===== config.mk =====
export PLATFORM = sky130hd
export DESIGN_NAME = dmem_arbiter_flat
export DESIGN_NICKNAME = d
export VERILOG_FILES = /design/src/rtl/dmem_pkg.sv /design/src/rtl/dmem_arbiter_if.sv /design/src/rtl/dmem_align_chk.sv /design/src/rtl/dmem_arbiter.sv /design/src/flat_wrapper.sv
export SDC_FILE = /design/constraint.sdc
export NUM_CORES = 1
export LEC_CHECK = 0
export ABC_AREA = 1
export CAP_MARGIN = 40
export CORE_AREA = 2 2 231 233
export CTS_CLUSTER_DIAMETER = 50
export CTS_CLUSTER_SIZE = 40
export DETAILED_ROUTE_END_ITERATION = 12
export DIE_AREA = 0 0 233 235
export GPL_TIMING_DRIVEN = 0
export SLEW_MARGIN = 25
export SYNTH_ARGS = -nofsm -noshare
export SYNTH_HDL_FRONTEND = slang
export SYNTH_SLANG_ARGS = --single-unit

===== constraint.sdc =====
create_clock -name clk -period 2.6 [get_ports clk]
set_input_delay 0.39 -clock clk [delete_from_list [all_inputs] [get_ports clk]]
set_output_delay 0.39 -clock clk [all_outputs]
set_load 0.01 [all_outputs]

===== src/rtl/dmem_pkg.sv =====
// Shared types and constants for the two-port data-memory arbiter.
package dmem_pkg;

  localparam int unsigned NUM_PORTS = 2;

  typedef enum logic [1:0] {
    StIdle,
    StIssue,
    StRdWait,
    StResp
  } dmem_state_e;

  // RISC-V load func3 encodings
  localparam logic [2:0] LB  = 3'b000;
  localparam logic [2:0] LH  = 3'b001;
  localparam logic [2:0] LW  = 3'b010;
  localparam logic [2:0] LD  = 3'b011;
  localparam logic [2:0] LBU = 3'b100;
  localparam logic [2:0] LHU = 3'b101;
  localparam logic [2:0] LWU = 3'b110;

  // RISC-V store func3 encodings
  localparam logic [2:0] SB = 3'b000;
  localparam logic [2:0] SH = 3'b001;
  localparam logic [2:0] SW = 3'b010;
  localparam logic [2:0] SD = 3'b011;

endpackage


===== src/rtl/dmem_arbiter_if.sv =====
// Requester (p0 = core LSU, p1 = loader/debug) and data-memory signals of dmem_arbiter.
interface dmem_arbiter_if;

  logic        p0_req_valid;
  logic        p0_req_ready;
  logic        p0_req_we;
  logic [63:0] p0_req_addr;
  logic [63:0] p0_req_wdata;
  logic [2:0]  p0_req_func3;
  logic        p0_rsp_valid;
  logic        p0_rsp_ready;
  logic [63:0] p0_rsp_rdata;
  logic        p0_rsp_err;

  logic        p1_req_valid;
  logic        p1_req_ready;
  logic        p1_req_we;
  logic [63:0] p1_req_addr;
  logic [63:0] p1_req_wdata;
  logic [2:0]  p1_req_func3;
  logic        p1_rsp_valid;
  logic        p1_rsp_ready;
  logic [63:0] p1_rsp_rdata;
  logic        p1_rsp_err;

  logic        mem_we;
  logic        mem_re;
  logic [63:0] mem_addr;
  logic [63:0] mem_data;
  logic [2:0]  mem_func3;
  logic [63:0] mem_rdata;

  // Arbiter side
  modport slave (
    input  p0_req_valid, p0_req_we, p0_req_addr, p0_req_wdata, p0_req_func3, p0_rsp_ready,
    output p0_req_ready, p0_rsp_valid, p0_rsp_rdata, p0_rsp_err,
    input  p1_req_valid, p1_req_we, p1_req_addr, p1_req_wdata, p1_req_func3, p1_rsp_ready,
    output p1_req_ready, p1_rsp_valid, p1_rsp_rdata, p1_rsp_err,
    output mem_we, mem_re, mem_addr, mem_data, mem_func3,
    input  mem_rdata
  );

  // Requesters plus memory side
  modport master (
    output p0_req_valid, p0_req_we, p0_req_addr, p0_req_wdata, p0_req_func3, p0_rsp_ready,
    input  p0_req_ready, p0_rsp_valid, p0_rsp_rdata, p0_rsp_err,
    output p1_req_valid, p1_req_we, p1_req_addr, p1_req_wdata, p1_req_func3, p1_rsp_ready,
    input  p1_req_ready, p1_rsp_valid, p1_rsp_rdata, p1_rsp_err,
    input  mem_we, mem_re, mem_addr, mem_data, mem_func3,
    output mem_rdata
  );

endinterface


===== src/rtl/dmem_align_chk.sv =====
// Combinational access check: decodes access size from func3 and flags misaligned
// addresses and illegal func3 encodings.
module dmem_align_chk
  import dmem_pkg::*;
(
  input  logic       we_i,
  input  logic [2:0] func3_i,
  input  logic [2:0] addr_i,
  output logic       misaligned_o,
  output logic       illegal_o
);

  logic [1:0] size;

  always_comb begin
    size      = 2'd3;
    illegal_o = 1'b0;
    if (we_i) begin
      unique case (func3_i)
        SB:      size = 2'd0;
        SH:      size = 2'd1;
        SW:      size = 2'd2;
        SD:      size = 2'd3;
        default: illegal_o = 1'b1;
      endcase
    end else begin
      unique case (func3_i)
        LB, LBU: size = 2'd0;
        LH, LHU: size = 2'd1;
        LW, LWU: size = 2'd2;
        LD:      size = 2'd3;
        default: illegal_o = 1'b1;
      endcase
    end

    unique case (size)
      2'd0:    misaligned_o = 1'b0;
      2'd1:    misaligned_o = addr_i[0];
      2'd2:    misaligned_o = |addr_i[1:0];
      default: misaligned_o = |addr_i;
    endcase
  end

endmodule


===== src/rtl/dmem_arbiter.sv =====
// Two-port data-memory arbiter, one transaction in flight. Fixed priority (port 0) by
// default; define DMEM_ARB_RR_EN for round-robin arbitration.
module dmem_arbiter
  import dmem_pkg::*;
#(
  parameter int unsigned RD_LAT = 1
) (
  input logic           clk,
  input logic           rst_n,
  dmem_arbiter_if.slave bus
);

  localparam logic [1:0] LastCnt = 2'(RD_LAT - 1);

  dmem_state_e state_q, state_d;

  logic [NUM_PORTS-1:0] req_valid;
  logic                 sel;
  logic                 accept;
  logic                 misaligned;
  logic                 illegal;
  logic                 sel_we;
  logic [63:0]          sel_addr;
  logic [63:0]          sel_wdata;
  logic [2:0]           sel_func3;
  logic                 rsp_ready;

  logic        gnt_q, gnt_d;
  logic        we_q, we_d;
  logic        err_q, err_d;
  logic [63:0] addr_q, addr_d;
  logic [63:0] wdata_q, wdata_d;
  logic [63:0] rdata_q, rdata_d;
  logic [2:0]  func3_q, func3_d;
  logic [1:0]  cnt_q, cnt_d;

  assign req_valid = {bus.p1_req_valid, bus.p0_req_valid};
  // Gated by rst_n so ready stays low while reset holds the FSM in idle.
  assign accept    = rst_n && (state_q == StIdle) && (|req_valid);

`ifdef DMEM_ARB_RR_EN
  logic prio_q;

  assign sel = (&req_valid) ? prio_q : req_valid[1];

  always_ff @(posedge clk or negedge rst_n) begin
    if (!rst_n) begin
      prio_q <= 1'b0;
    end else if (accept) begin
      prio_q <= ~sel;
    end
  end
`else
  assign sel = ~req_valid[0];
`endif

  assign sel_we    = sel ? bus.p1_req_we    : bus.p0_req_we;
  assign sel_addr  = sel ? bus.p1_req_addr  : bus.p0_req_addr;
  assign sel_wdata = sel ? bus.p1_req_wdata : bus.p0_req_wdata;
  assign sel_func3 = sel ? bus.p1_req_func3 : bus.p0_req_func3;
  assign rsp_ready = gnt_q ? bus.p1_rsp_ready : bus.p0_rsp_ready;

  dmem_align_chk u_align_chk (
    .we_i         (sel_we),
    .func3_i      (sel_func3),
    .addr_i       (sel_addr[2:0]),
    .misaligned_o (misaligned),
    .illegal_o    (illegal)
  );

  always_comb begin
    state_d = state_q;
    gnt_d   = gnt_q;
    we_d    = we_q;
    err_d   = err_q;
    addr_d  = addr_q;
    wdata_d = wdata_q;
    rdata_d = rdata_q;
    func3_d = func3_q;
    cnt_d   = cnt_q;
    unique case (state_q)
      StIdle: begin
        if (accept) begin
          gnt_d   = sel;
          we_d    = sel_we;
          addr_d  = sel_addr;
          wdata_d = sel_wdata;
          func3_d = sel_func3;
          rdata_d = '0;
          cnt_d   = '0;
          err_d   = misaligned | illegal;
          // Faulting requests never touch memory.
          state_d = (misaligned | illegal) ? StResp : StIssue;
        end
      end
      StIssue: begin
        state_d = we_q ? StResp : StRdWait;
      end
      StRdWait: begin
        if (cnt_q == LastCnt) begin
          rdata_d = bus.mem_rdata;
          state_d = StResp;
        end else begin
          cnt_d = cnt_q + 2'd1;
        end
      end
      StResp: begin
        if (rsp_ready) begin
          state_d = StIdle;
        end
      end
      default: state_d = StIdle;
    endcase
  end

  always_ff @(posedge clk or negedge rst_n) begin
    if (!rst_n) begin
      state_q <= StIdle;
      gnt_q   <= 1'b0;
      we_q    <= 1'b0;
      err_q   <= 1'b0;
      addr_q  <= '0;
      wdata_q <= '0;
      rdata_q <= '0;
      func3_q <= '0;
      cnt_q   <= '0;
    end else begin
      state_q <= state_d;
      gnt_q   <= gnt_d;
      we_q    <= we_d;
      err_q   <= err_d;
      addr_q  <= addr_d;
      wdata_q <= wdata_d;
      rdata_q <= rdata_d;
      func3_q <= func3_d;
      cnt_q   <= cnt_d;
    end
  end

  logic in_issue;
  logic rsp0;
  logic rsp1;

  assign in_issue = (state_q == StIssue);
  assign rsp0     = (state_q == StResp) && !gnt_q;
  assign rsp1     = (state_q == StResp) && gnt_q;

  always_comb begin
    bus.p0_req_ready = accept & ~sel;
    bus.p1_req_ready = accept & sel;
    bus.p0_rsp_valid = rsp0;
    bus.p1_rsp_valid = rsp1;
    bus.p0_rsp_rdata = rsp0 ? rdata_q : '0;
    bus.p1_rsp_rdata = rsp1 ? rdata_q : '0;
    bus.p0_rsp_err   = rsp0 & err_q;
    bus.p1_rsp_err   = rsp1 & err_q;
    bus.mem_we       = in_issue & we_q;
    bus.mem_re       = in_issue & ~we_q;
    bus.mem_addr     = in_issue ? addr_q  : '0;
    bus.mem_data     = in_issue ? wdata_q : '0;
    bus.mem_func3    = in_issue ? func3_q : '0;
  end

endmodule


===== src/flat_wrapper.sv =====
// flat-port wrapper written by rule: the top's interface ports become plain ports
module dmem_arbiter_flat import dmem_pkg::*;
#(
  parameter int unsigned RD_LAT = 1
)
  (clk, rst_n, bus_p0_req_valid, bus_p0_req_we, bus_p0_req_addr, bus_p0_req_wdata, bus_p0_req_func3, bus_p0_rsp_ready, bus_p0_req_ready, bus_p0_rsp_valid, bus_p0_rsp_rdata, bus_p0_rsp_err, bus_p1_req_valid, bus_p1_req_we, bus_p1_req_addr, bus_p1_req_wdata, bus_p1_req_func3, bus_p1_rsp_ready, bus_p1_req_ready, bus_p1_rsp_valid, bus_p1_rsp_rdata, bus_p1_rsp_err, bus_mem_we, bus_mem_re, bus_mem_addr, bus_mem_data, bus_mem_func3, bus_mem_rdata);
  dmem_arbiter_if bus_i ();
  input logic clk;
  input logic rst_n;
  input wire logic [$bits(bus_i.p0_req_valid)-1:0] bus_p0_req_valid;
  input wire logic [$bits(bus_i.p0_req_we)-1:0] bus_p0_req_we;
  input wire logic [$bits(bus_i.p0_req_addr)-1:0] bus_p0_req_addr;
  input wire logic [$bits(bus_i.p0_req_wdata)-1:0] bus_p0_req_wdata;
  input wire logic [$bits(bus_i.p0_req_func3)-1:0] bus_p0_req_func3;
  input wire logic [$bits(bus_i.p0_rsp_ready)-1:0] bus_p0_rsp_ready;
  output wire logic [$bits(bus_i.p0_req_ready)-1:0] bus_p0_req_ready;
  output wire logic [$bits(bus_i.p0_rsp_valid)-1:0] bus_p0_rsp_valid;
  output wire logic [$bits(bus_i.p0_rsp_rdata)-1:0] bus_p0_rsp_rdata;
  output wire logic [$bits(bus_i.p0_rsp_err)-1:0] bus_p0_rsp_err;
  input wire logic [$bits(bus_i.p1_req_valid)-1:0] bus_p1_req_valid;
  input wire logic [$bits(bus_i.p1_req_we)-1:0] bus_p1_req_we;
  input wire logic [$bits(bus_i.p1_req_addr)-1:0] bus_p1_req_addr;
  input wire logic [$bits(bus_i.p1_req_wdata)-1:0] bus_p1_req_wdata;
  input wire logic [$bits(bus_i.p1_req_func3)-1:0] bus_p1_req_func3;
  input wire logic [$bits(bus_i.p1_rsp_ready)-1:0] bus_p1_rsp_ready;
  output wire logic [$bits(bus_i.p1_req_ready)-1:0] bus_p1_req_ready;
  output wire logic [$bits(bus_i.p1_rsp_valid)-1:0] bus_p1_rsp_valid;
  output wire logic [$bits(bus_i.p1_rsp_rdata)-1:0] bus_p1_rsp_rdata;
  output wire logic [$bits(bus_i.p1_rsp_err)-1:0] bus_p1_rsp_err;
  output wire logic [$bits(bus_i.mem_we)-1:0] bus_mem_we;
  output wire logic [$bits(bus_i.mem_re)-1:0] bus_mem_re;
  output wire logic [$bits(bus_i.mem_addr)-1:0] bus_mem_addr;
  output wire logic [$bits(bus_i.mem_data)-1:0] bus_mem_data;
  output wire logic [$bits(bus_i.mem_func3)-1:0] bus_mem_func3;
  input wire logic [$bits(bus_i.mem_rdata)-1:0] bus_mem_rdata;
  assign bus_i.p0_req_valid = bus_p0_req_valid;
  assign bus_i.p0_req_we = bus_p0_req_we;
  assign bus_i.p0_req_addr = bus_p0_req_addr;
  assign bus_i.p0_req_wdata = bus_p0_req_wdata;
  assign bus_i.p0_req_func3 = bus_p0_req_func3;
  assign bus_i.p0_rsp_ready = bus_p0_rsp_ready;
  assign bus_p0_req_ready = bus_i.p0_req_ready;
  assign bus_p0_rsp_valid = bus_i.p0_rsp_valid;
  assign bus_p0_rsp_rdata = bus_i.p0_rsp_rdata;
  assign bus_p0_rsp_err = bus_i.p0_rsp_err;
  assign bus_i.p1_req_valid = bus_p1_req_valid;
  assign bus_i.p1_req_we = bus_p1_req_we;
  assign bus_i.p1_req_addr = bus_p1_req_addr;
  assign bus_i.p1_req_wdata = bus_p1_req_wdata;
  assign bus_i.p1_req_func3 = bus_p1_req_func3;
  assign bus_i.p1_rsp_ready = bus_p1_rsp_ready;
  assign bus_p1_req_ready = bus_i.p1_req_ready;
  assign bus_p1_rsp_valid = bus_i.p1_rsp_valid;
  assign bus_p1_rsp_rdata = bus_i.p1_rsp_rdata;
  assign bus_p1_rsp_err = bus_i.p1_rsp_err;
  assign bus_mem_we = bus_i.mem_we;
  assign bus_mem_re = bus_i.mem_re;
  assign bus_mem_addr = bus_i.mem_addr;
  assign bus_mem_data = bus_i.mem_data;
  assign bus_mem_func3 = bus_i.mem_func3;
  assign bus_i.mem_rdata = bus_mem_rdata;
  dmem_arbiter #(.RD_LAT(RD_LAT)) u_core (.clk(clk), .rst_n(rst_n), .bus(bus_i));
endmodule

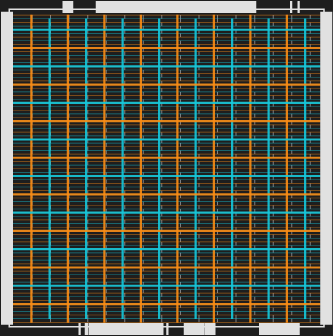
Fig. 1. PDN straps and rails (run 1).
Pins as bars on the die edge. Tap cells in gray.
Cyan is VDD. Orange is VSS.
601 signal pins sit on the boundary. 688 tap cells. 85 met1 rails follow the rows.
Die Wd: 233 µm
core area: 52200 µm²

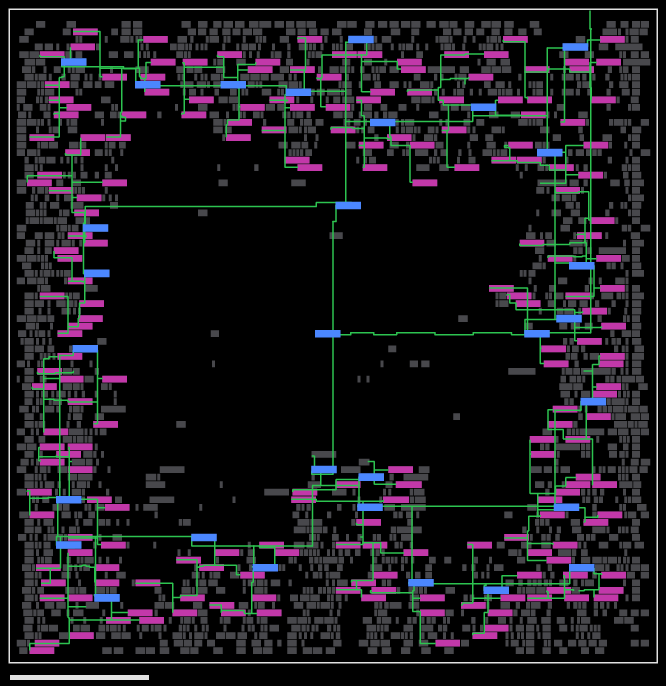
Fig. 2. Clock network drawn from the DEF (run 1).
Scale bar: 50 µm.
Blue is cells driving clock nets, count 30. Green is clock wires, length 3620 µm. Magenta is flip-flops, count 202.
Position of the flops: all over the die.
Worst-Skew Late Latency: 0.57 ns
Clock net power: 4.21 mW
Worst Clk Skew: 0.0112 ns
Clk pwr share: 23.5%

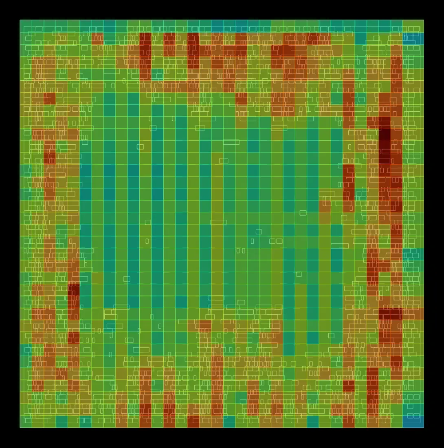
Fig. 3. Routing congestion map (run 1).
met1 Resource Use GR: 20.1%
Tot GR Track Use: 17.9%
met2 Track Usage GR: 32.0%
most crowded layer after global routing: met2

==> reports/metrics.cfg, run 1 <==
[status]
status = finished clean

[cells_and_area]
area.combinational_um2 = 4130
layout_top_cell = nand2_1
post-route-cell-area_um2 = 18700
drive_gt1_share_pct = 8.69
diodes = 0
final.fill_count = 5452

[routing]
wire_per_inst_um = 18.8
remaining_drc_errors = 0
vias_per_cell = 4.29

[setup_path]
worstPathCellList = inv_2 > ha_4 > nand2_2 > nor2_4 > inv_4 > nor2_4 > buf_8 > buf_4
required_ns = 2.21
cp_slowest_cell = dfrtp_2
crit_path_frequent_cell = nor2_4
path_class = reg -> out
end_kind = primary output
crit_cells = 8
cp_max_fo = 10
path_buffers = 4
arrival_ns = 2.14
reg2reg_depth = 9

[timing]
finalClockPeriodUsage_pct = 97.4
period_needed_ns = 2.53
timing.fmax_mhz = 395
rsz0062_at_grt = yes
setup_viol = 0
final.setup.tns_ns = 0
holdWs_ns = 0.354

[placed_design]
io_buffer_count = 600
place_ws_ns = -1.45
place_hpwl_um = 40300
dp.cells = 2667

[global_route]
antenna_found_initial = 5
grt_max_degree = 79
grt_pass1_vias = 12100
grt_pass1_wl_um = 75000

[clocking]
max-clock-path-buffers = 3
cts_root_buf = clkbuf_16
cts.htree.levels = 1

[synth]
yosys-stat-area_um2 = 10300
fp_nets = 1718
edf_count = 0
synthAdderAreaFrac_pct = 1.21
yosys_most_used_dff = dfrtp_1
ys_warn_count = 0
ys_sh_xor_pct = 0
aoi_share_pct = 13.3
area_leaders = dfrtp_1 49%, nand2_1 15%, a22oi_1 9.1%

[power]
p_int_mw = 10.6
power_density_nw_per_um2 = 957

[job]
tool_warnings = 36

[floorplanning]
ios = 601

run 1: final timing paths:
kind	from	to	slack (ns)
setup / recovery	u_core.state_q[0]	bus_p1_req_ready	0.07
min in group asynchronous	rst_n	u_core.wdata_q[32]	0.50
max in group asynchronous	rst_n	u_core.addr_q[15]	1.10
setup reg to reg	u_core.state_q[0]	u_core.wdata_q[4]	0.22
hold / removal	bus_p1_req_addr[30]	u_core.addr_q[30]	0.35
hold reg to reg	u_core.wdata_q[37]	u_core.wdata_q[37]	0.49
run 1: registers in the layout (all words and copies together), names as in the netlist:
signal / cells
u_core.addr_q: 64
u_core.cnt_q: 2
u_core.err_q: 1
u_core.func3_q: 3
u_core.gnt_q: 1
u_core.rdata_q: 64
u_core.state_q: 2
u_core.wdata_q: 64
u_core.we_q: 1
run 1: power by group through the flow:
stage | Combinational, mW | Sequential [mW] | Clock [mW]
4_1_cts | 8.34 | 5.33 | 4.32
3_3_place_gp | 8.09 | 5.32 | 0
5_1_grt | 9.27 | 5.53 | 4.44
3_5_place_dp | 8.26 | 5.33 | 0
2_1_floorplan | 4.32 | 5.14 | 0
6_report | 8.36 | 5.35 | 4.21
run 1: per-layer routing:
layer,up-vias,track usage (%),wire [µm]
li1,5582,-,-
met1,5577,20.1,19600
met2,501,32.0,25300
met3,75,5.62,4830
met4,6,5.83,1630
met5,-,0,31
run 1: cell type report:
type                    count  share of cell area [%]
plain buffers              90                    3.86
clock buffers              39                    4.57
clock inverters            17                   0.976
inverters                 219                    4.42
multi-input cells         861                    22.1
flip-flops and latches    202                    27.0
well taps                 688                    4.60
repair buffers            621                    32.5
run 1: metrics by stage:
step,utilization (%),power [mW]
final,35.8,17.9
after global routing,35.8,19.2
after global placement,32.9,13.4
after floorplan,-,9.46
after CTS,35.4,18.0
after detailed placement,33.1,13.6
Fig. 4: run 1, placed cells, one color a class
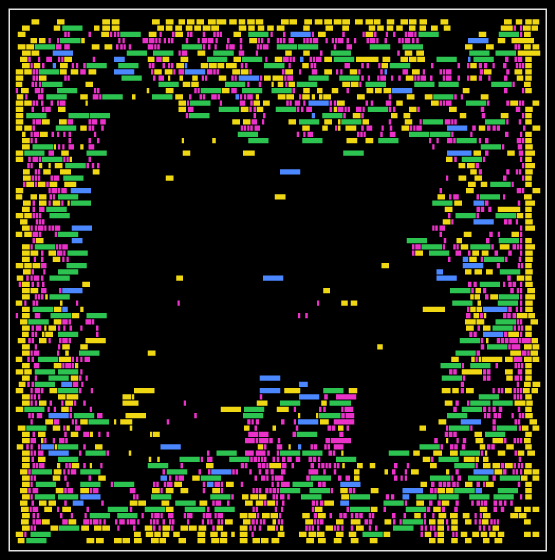

==> inputs of run 2 (changes only) <==
--- a/config.mk
+++ b/config.mk
@@ -7,11 +7,11 @@
 export LEC_CHECK = 0
 export ABC_AREA = 1
 export CAP_MARGIN = 40
-export CORE_AREA = 2 2 231 233
+export CORE_AREA = 2 2 235 237
 export CTS_CLUSTER_DIAMETER = 50
 export CTS_CLUSTER_SIZE = 40
 export DETAILED_ROUTE_END_ITERATION = 12
-export DIE_AREA = 0 0 233 235
+export DIE_AREA = 0 0 237 239
 export GPL_TIMING_DRIVEN = 0
 export SLEW_MARGIN = 25
 export SYNTH_ARGS = -nofsm -noshare
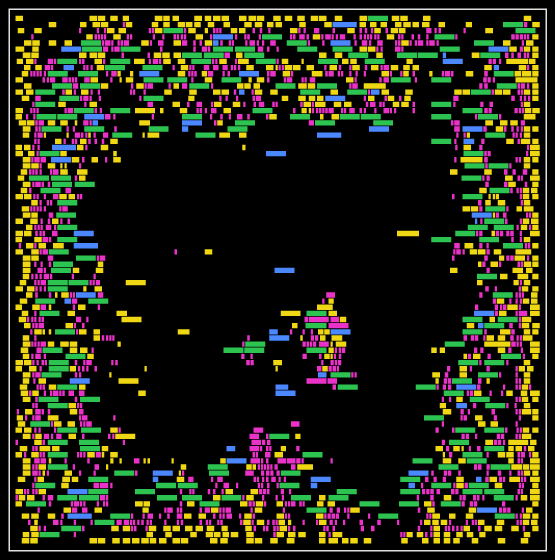
Fig. 5. Placed cells, one color a class (run 2).
Green is flip-flops, cells 202. Magenta is all other logic, cells 1080. Yellow is other buffers and delay cells, cells 724. Blue is clock drivers and dummy loads, cells 56.

==> run 2 against run 1 <==
Core utilization fell by 0.95 points. Hold slack got worse by 0.014 ns. Fmax rose by 0.37%. Total power rose by 2.3%. Clock power rose by 5.9%. Cell count rose by 1.1%. Global-route usage fell by 0.59 points. Wire length fell by 0.51%. Largest power group unchanged.
==> reports/metrics.cfg, run 2 <==
[cells_and_area]
layout_top_cell = nand2_1
clkbuf_count = 34  ; -13%
dominant_cells = buffers
area.combinational_um2 = 4120  ; -0.30%
sh_seq_area_pct = 26.7  ; -0.35 points
buffer_area_share_pct = 36.8  ; +0.46 points
post-route-cell-area_um2 = 19000  ; +1.3%
final.fill_count = 5723  ; +5.0%
signal_buffers = 724  ; +1.8%
inverters = 219  ; unchanged
comb_share_pct = 21.7  ; -0.34 points
diodes = 0  ; unchanged
clockNetworkAreaShare_pct = 5.80  ; +0.25 points
multi_input_comb_cells = 861  ; unchanged
post-route-util_pct = 34.9  ; -0.95 points
flops = 202  ; unchanged

[setup_path]
path_buffers = 4  ; unchanged
path_class = reg -> out
crit_cells = 7  ; -1
arrival_ns = 2.13  ; about the same
reg2reg_depth = 8  ; -1
required_ns = 2.21  ; about the same
cp_slowest_cell = dfrtp_1
cp_max_fo = 10  ; unchanged
end_kind = primary output

[power]
p_clk_share_pct = 24.3  ; +0.8 points
power_density_nw_per_um2 = 967  ; +1.0%
p_int_mw = 10.9  ; +2.7%
p_sw_mw = 7.42
ir_worst_vdd_mv = 0.455
total_power_mw = 18.3  ; +2.3%
seqPwrFrac_pct = 29.5
swShare_pct = 40.5

[synth]
ys_ff = 202
yosys_most_used_dff = dfrtp_1
syn-instance-count = 1374
fp_nets = 1718  ; unchanged
edf_count = 0  ; unchanged
area_leaders = dfrtp_1 49%, nand2_1 15%, a22oi_1 9.1%
yosys-stat-area_um2 = 10300  ; unchanged

[floorplanning]
ios = 601  ; unchanged
coreArea_um2 = 54300  ; +4.0%
n_tap_cell = 704  ; +2.3%
fp.dieW_um = 237  ; +1.7%

[global_route]
grt_pass1_wl_um = 74500  ; -0.66%
antenna_found_initial = 6  ; +1
grtUsageTotal_pct = 17.4  ; -0.59 points
grt_max_degree = 80  ; +1.3%

[routing]
vias_per_cell = 4.27  ; -0.53%
remaining_drc_errors = 0  ; unchanged
wire_per_inst_um = 18.5  ; -1.6%
drtAntennaViolNets = 0

[clocking]
cts_buffers = 30
max-clock-path-buffers = 3  ; unchanged
cts_root_buf = clkbuf_16
numClockSinks = 202
cts.htree.levels = 1  ; unchanged
insertion_delay_ns = 0.58  ; about the same

[timing]
rsz0062_at_grt = no
final.setup.tns_ns = 0  ; unchanged
period_needed_ns = 2.52  ; -0.00931 ns
holdWs_ns = 0.340  ; -0.0138 ns
finalClockPeriodUsage_pct = 97.0  ; -0.36 points
setup_viol = 0  ; unchanged
timing.fmax_mhz = 396  ; +0.37%
finalClockSkew_ns = 0.0157  ; +0.00447 ns

[placed_design]
place_ws_ns = -1.28  ; +0.163 ns
dp.cells = 2684  ; +0.64%

[job]
tool_warnings = 34  ; -5.6%

[status]
status = finished clean

[run 2: final timing paths]
kind	slack [ns]	startpoint	end
worst max register to register	0.19	u_core.state_q[0]	u_core.rdata_q[27]
max in group asynchronous	1.21	rst_n	u_core.wdata_q[28]
worst max-delay path	0.08	u_core.state_q[1]	bus_p1_rsp_rdata[58]
min in group asynchronous	0.48	rst_n	u_core.wdata_q[31]
worst min-delay path	0.34	bus_p1_req_wdata[19]	u_core.wdata_q[19]
worst min register to register	0.49	u_core.wdata_q[6]	u_core.wdata_q[6]
[run 2: worst min-delay path: cells and delay by family]
family	cells	cell delay, ns
simple gates	2	0.10
buf+inv	1	0.39
[run 2: cells by family (layout without fill, tap and decap cells)]
| logic type | after synthesis | after routing | synth area share (%) |
|---|---|---|---|
| compound gates | 211 | 211 | 13.3 |
| buf+inv | 311 | 999 | 12.0 |
| fa+ha+maj | 10 | 10 | 1.21 |
| simple gates | 640 | 640 | 24.4 |
| flops | 202 | 202 | 49.1 |
[run 2: repair_timing]
action	4_1_cts	5_1_grt
setup endpoints to repair	382	167
pin swaps	5	1
endpoints found under the hold margin	42	0
hold buffers	5	0
buffers inserted	20	1
gates cloned	2	0
resized	402	42
[run 2: power by group through the flow]
stage / Combinational (mW) / Clock, mW / Sequential, mW
after floorplan: 4.32 / 0 / 5.14
after global placement: 8.07 / 0 / 5.37
after detailed placement: 8.24 / 0 / 5.37
after CTS: 8.62 / 4.57 / 5.38
after global routing: 9.39 / 4.71 / 5.54
final: 8.47 / 4.46 / 5.40
[run 2: metal layers]
metal | up-vias | routed length (µm) | GRT usage, %
met2 | 508 | 25800 | 32.1
met3 | 75 | 3830 | 4.11
met5 | - | 20 | 0
li1 | 5612 | - | -
met4 | 4 | 1380 | 5.06
met1 | 5604 | 20200 | 19.7
No activity file was given, so power comes from the tool's default toggle rates.
